### config.mk
export PLATFORM = sky130hd
export DESIGN_NAME = seq_det_sched_flat
export DESIGN_NICKNAME = d
export VERILOG_FILES = /design/src/rtl/seq_det_sched_if.sv /design/src/rtl/seq_det_sched.sv /design/src/flat_wrapper.sv
export SDC_FILE = /design/constraint.sdc
export NUM_CORES = 1
export LEC_CHECK = 0
export ABC_AREA = 1
export CAP_MARGIN = 10
export CORE_MARGIN = 1.5
export CORE_UTILIZATION = 45
export DETAILED_ROUTE_END_ITERATION = 7
export PLACE_DENSITY = 0.74
export REMOVE_ABC_BUFFERS = 1
export SETUP_SLACK_MARGIN = 0.2
export SYNTH_ARGS = -nofsm -noshare
export SYNTH_HDL_FRONTEND = slang
export SYNTH_SLANG_ARGS = --single-unit
### constraint.sdc
create_clock -name clk -period 1 [get_ports clk]
set_input_delay 0.2 -clock clk [delete_from_list [all_inputs] [get_ports clk]]
set_output_delay 0.2 -clock clk [all_outputs]
set_load 0.01 [all_outputs]
### src/rtl/seq_det_sched_if.sv
// Word handshake and scan-result signals shared by the 1101 scan scheduler and its driver.
interface seq_det_sched_if #(
    parameter int WIDTH = 8,
    parameter int CW    = $clog2(WIDTH + 1)
);
    logic             in_valid;
    logic [WIDTH-1:0] in_data;
    logic             in_first;
    logic             in_ready;
    logic             busy;
    logic             hit;
    logic             done;
    logic [CW-1:0]    hit_count;

    modport master (
        output in_valid, in_data, in_first,
        input  in_ready, busy, hit, done, hit_count
    );

    modport slave (
        input  in_valid, in_data, in_first,
        output in_ready, busy, hit, done, hit_count
    );
endinterface

### src/rtl/seq_det_sched.sv
// Accepts one word at a time, serialises it MSB first into an overlapping Mealy 1101 detector
// and reports per-word detection count; detector history carries across words unless in_first.
//
//   state | meaning
//   IDLE  | in_ready high, waiting for in_valid
//   SHIFT | one bit per cycle into the detector, bit index counts down to 0
//   DONE  | one-cycle done pulse, hit_count final
module seq_det_sched #(
    parameter int WIDTH = 8,
    parameter int CW    = $clog2(WIDTH + 1)
) (
    input  logic          clk,
    input  logic          reset,
    seq_det_sched_if.slave bus
);
    localparam int IW = (WIDTH > 1) ? $clog2(WIDTH) : 1;

    typedef enum logic [1:0] {IDLE, SHIFT, DONE} state_t;
    typedef enum logic [1:0] {S0, S1, S2, S3} det_t;

    state_t           state, state_next;
    det_t             det, det_next;
    logic             det_hit;
    logic [WIDTH-1:0] shreg;
    logic [IW-1:0]    bit_idx;
    logic             hit_q;
    logic [CW-1:0]    cnt;
    logic             cur_bit;

    assign cur_bit = shreg[WIDTH-1];

    always_ff @(posedge clk or posedge reset) begin
        if (reset) state <= IDLE;
        else       state <= state_next;
    end

    always_comb begin
        state_next = state;
        case (state)
            IDLE:    if (bus.in_valid) state_next = SHIFT;
            SHIFT:   if (bit_idx == '0) state_next = DONE;
            DONE:    state_next = IDLE;
            default: state_next = IDLE;
        endcase
    end

    // Overlapping 1101: after a match the trailing 1 already counts as a prefix.
    always_comb begin
        det_next = det;
        det_hit  = 1'b0;
        case (det)
            S0: det_next = cur_bit ? S1 : S0;
            S1: det_next = cur_bit ? S2 : S0;
            S2: det_next = cur_bit ? S2 : S3;
            S3: begin
                if (cur_bit) begin
                    det_next = S1;
                    det_hit  = 1'b1;
                end else begin
                    det_next = S0;
                end
            end
            default: det_next = S0;
        endcase
    end

    always_ff @(posedge clk or posedge reset) begin
        if (reset) begin
            shreg   <= '0;
            bit_idx <= '0;
            det     <= S0;
            hit_q   <= 1'b0;
            cnt     <= '0;
        end else begin
            hit_q <= 1'b0;
            case (state)
                IDLE: begin
                    if (bus.in_valid) begin
                        shreg   <= bus.in_data;
                        bit_idx <= IW'(WIDTH - 1);
                        cnt     <= '0;
                        if (bus.in_first) det <= S0;
                    end
                end
                SHIFT: begin
                    shreg   <= {shreg[WIDTH-2:0], 1'b0};
                    bit_idx <= bit_idx - IW'(1);
                    det     <= det_next;
                    hit_q   <= det_hit;
                    if (det_hit) cnt <= cnt + CW'(1);
                end
                default: ;
            endcase
        end
    end

    assign bus.in_ready  = (state == IDLE);
    assign bus.busy      = (state == SHIFT);
    assign bus.done      = (state == DONE);
    assign bus.hit       = hit_q;
    assign bus.hit_count = cnt;
endmodule

### src/flat_wrapper.sv
// flat-port wrapper written by rule: the top's interface ports become plain ports
module seq_det_sched_flat 
#(
    parameter int WIDTH = 8,
    parameter int CW    = $clog2(WIDTH + 1)
)
  (clk, reset, bus_in_valid, bus_in_data, bus_in_first, bus_in_ready, bus_busy, bus_hit, bus_done, bus_hit_count);
  seq_det_sched_if #(.WIDTH(WIDTH), .CW(CW)) bus_i ();
  input  logic clk;
  input  logic reset;
  input wire logic [$bits(bus_i.in_valid)-1:0] bus_in_valid;
  input wire logic [$bits(bus_i.in_data)-1:0] bus_in_data;
  input wire logic [$bits(bus_i.in_first)-1:0] bus_in_first;
  output wire logic [$bits(bus_i.in_ready)-1:0] bus_in_ready;
  output wire logic [$bits(bus_i.busy)-1:0] bus_busy;
  output wire logic [$bits(bus_i.hit)-1:0] bus_hit;
  output wire logic [$bits(bus_i.done)-1:0] bus_done;
  output wire logic [$bits(bus_i.hit_count)-1:0] bus_hit_count;
  assign bus_i.in_valid = bus_in_valid;
  assign bus_i.in_data = bus_in_data;
  assign bus_i.in_first = bus_in_first;
  assign bus_in_ready = bus_i.in_ready;
  assign bus_busy = bus_i.busy;
  assign bus_hit = bus_i.hit;
  assign bus_done = bus_i.done;
  assign bus_hit_count = bus_i.hit_count;
  seq_det_sched #(.WIDTH(WIDTH), .CW(CW)) u_core (.clk(clk), .reset(reset), .bus(bus_i));
endmodule
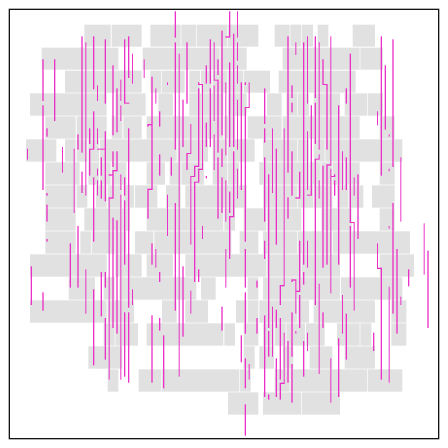
**Above:** metal 2.
longest straight run = 38.1 um
share of all routed wire = 54%

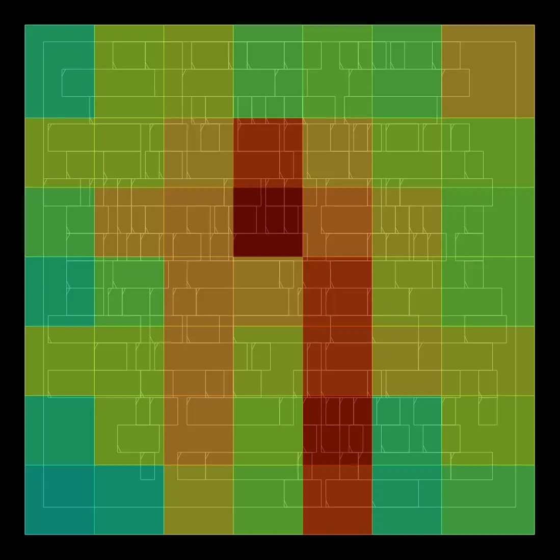
**Above:** routing congestion map.
post-layout utilization of the core: 69.6%
Routed WL per cell: 13.0 um
overall fraction of global-route tracks in use: 18.8%

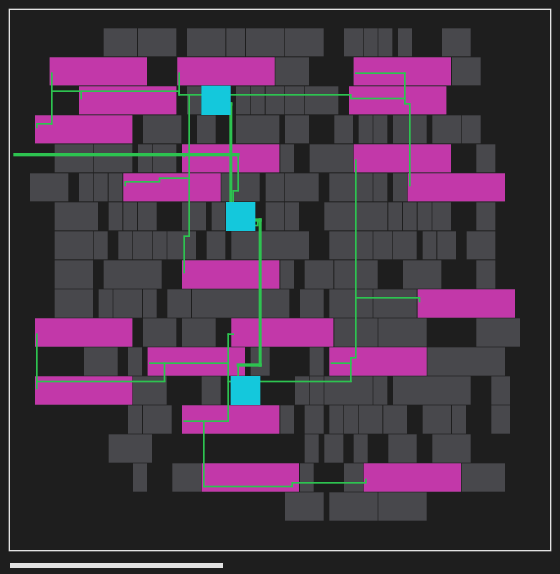
**Above:** routed clock nets over the placement.
The bar under the picture is 20 um long.
green -> clock wires  # length 248 um
cyan -> clock drivers  # count 3
magenta -> flip-flops  # count 20
routed clock nets = 4

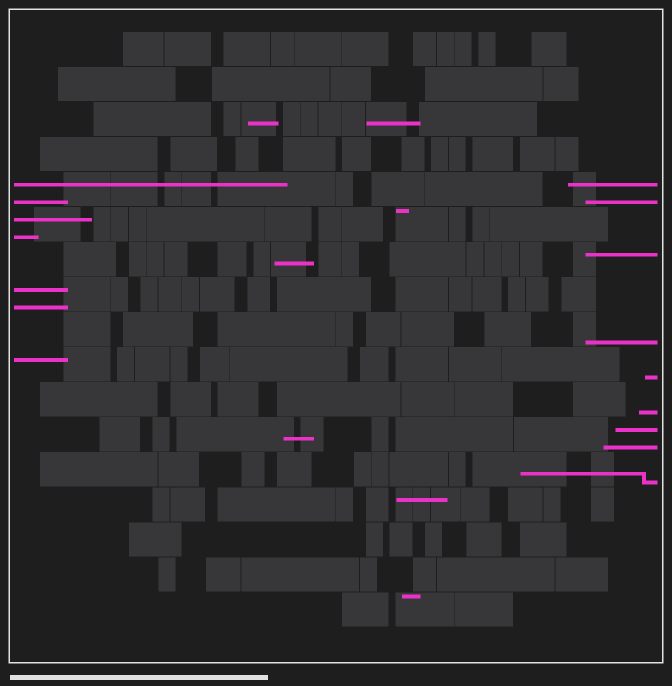
**Above:** met3 routing.
The bar under the picture is 20 um long.
wire length on this layer = 102 um
longest straight run = 20.9 um

tightest hold or removal path, cell delays in order:
cell,delay (ns)
clkdlybuf4s50_1,0.39
inv_1,0.10
buf_12,0.17
registers in the layout, indices dropped and copies added, names as in the netlist:
signal,flops
u_core.bus.hit_count,4
u_core.shreg,8
u_core.det,2
u_core.state,2
u_core.bus.hit,1
u_core.bit_idx,3
timing repair:
action                     4_1_cts  5_1_grt
setup endpoints to repair       28       28
resized                         53       26
pin swaps                        2        4
setup buffers                    4        1
through the flow:
step | power, mW | TNS (ns) | hold WS [ns]
CTS | 4.01 | -4.59 | 0.216
detailed placement | 3.37 | -4.86 | 0.474
global placement | 3.25 | -4.44 | 0.466
finish | 4.47 | -4.92 | 0.201
global route | 4.84 | -6.33 | 0.227
floorplan | 2.52 | -1.41 | 0.164
synthesized netlist by cell type:
master and count:
nor2_1 9, nand3_1 14, a21oi_1 5, dfrtp_1 20, or2_2 1, nand2_1 28
ha_1 6, inv_1 15, nand2_4 3, nor2_4 1, o21ai_2 1, o21ai_0 5
buf_6 2, inv_2 2, nor2_2 1, xor2_1 1, o21ai_1 5
path summary, 6_finish.rpt:
path,slack (ns),end,depth (start not counted),from
max,-0.29,bus_busy,4,u_core.state[0]
min,0.20,u_core.bus.hit,3,reset
max reg2reg,-0.27,u_core.shreg[0],6,u_core.state[0]
min reg2reg,0.51,u_core.shreg[1],2,u_core.shreg[1]
max in group asynchronous,0.66,u_core.shreg[3],3,reset
min in group clk,0.44,u_core.shreg[0],3,bus_in_data[0]
per-layer routing:
layer	track usage, %	wire length, um	share of wire, %	vias to the layer above
li1	-	-	-	452
met1	20.8	915	38	438
met2	33.1	1300	54	24
met3	4.46	102	4.3	8
met4	10.4	83	3.5	0
met5	0	0	0	-
==> summary.log <==
INFO  synthesis      cells_yosys=119
INFO  final_timing   maxClockFrequency=774MHz
INFO  pwr            p_clk=387uW
INFO  final_timing   setup_violations=27
INFO  clock_network  max-clock-path-buffers=2
INFO  detailed_routing drtIter0Drc=9
INFO  pwr            p_sw_share=43.3%
INFO  final_timing   setup_ws=-0.291ns
INFO  worst_setup_path worst-path-max-fanout=3
INFO  pwr            power_density=2960mW/mm^2
INFO  placed_design  placed_cells_incl_taps=176
INFO  pwr            comb_power_share=60.7%
INFO  pwr            power.leakage=0.759nW
INFO  outcome        status=complete, but fails checks
INFO  pwr            power_leader=combinational logic
INFO  min_path       hp-class=input port to async pin
INFO  placed_design  detailedPlace.worstSlack=-0.320ns
INFO  synthesis      synth_warnings=0
INFO  final_layout   most_instantiated_logic_cell_after_routing=nand2_1
INFO  synthesis      synth.ff_latch_count=20
INFO  worst_setup_path path_common_cell=buf_6
INFO  pwr            power_sequential=1.37mW
INFO  pwr            power.combinational.total=2.71mW
INFO  final_layout   layout.comb_gates.multi_input=80
INFO  die            rows=17
INFO  final_layout   area.combinational=554um^2
INFO  synthesis      synth_top_cell_by_area=dfrtp_1
INFO  final_timing   timing.final.max_slew_violations=0
INFO  final_layout   clkbuf_count=3
INFO  clock_network  hold_fix_buffer_count_after_cts=0
INFO  clock_network  worst_setup_hold_path_clk_slew=0.11ns
INFO  final_timing   timing_worst_slew_pin_value=0.202ns
INFO  final_layout   finish.cell_count_without_fillers=184
INFO  outcome        failed_checks=setup timing
INFO  pwr            vdd_ir_drop_max=1800uV
INFO  final_layout   post_route_standard_cell_area_excluding_fillers=0.00151mm^2
INFO  placed_design  place.port_buffers=19
INFO  synthesis      synth.cellmix.compoundShare=8.21%
INFO  global_routing globalRoute.totalOverflow=0
INFO  synthesis      proportion_of_netlist_area_held_by_the_largest_area_contributor=49.0%
INFO  final_layout   n_all_inverters=17
INFO  synthesis      post_synth_main_logic_family=simple AND/OR/NAND/NOR gates
INFO  synthesis      yosys_reported_design_area_after_synthesis=0.00102mm^2
INFO  final_layout   sh_comb_area=36.7%
INFO  global_routing grt_antenna_before_repair=0
Power and IR drop assume default switching activity.
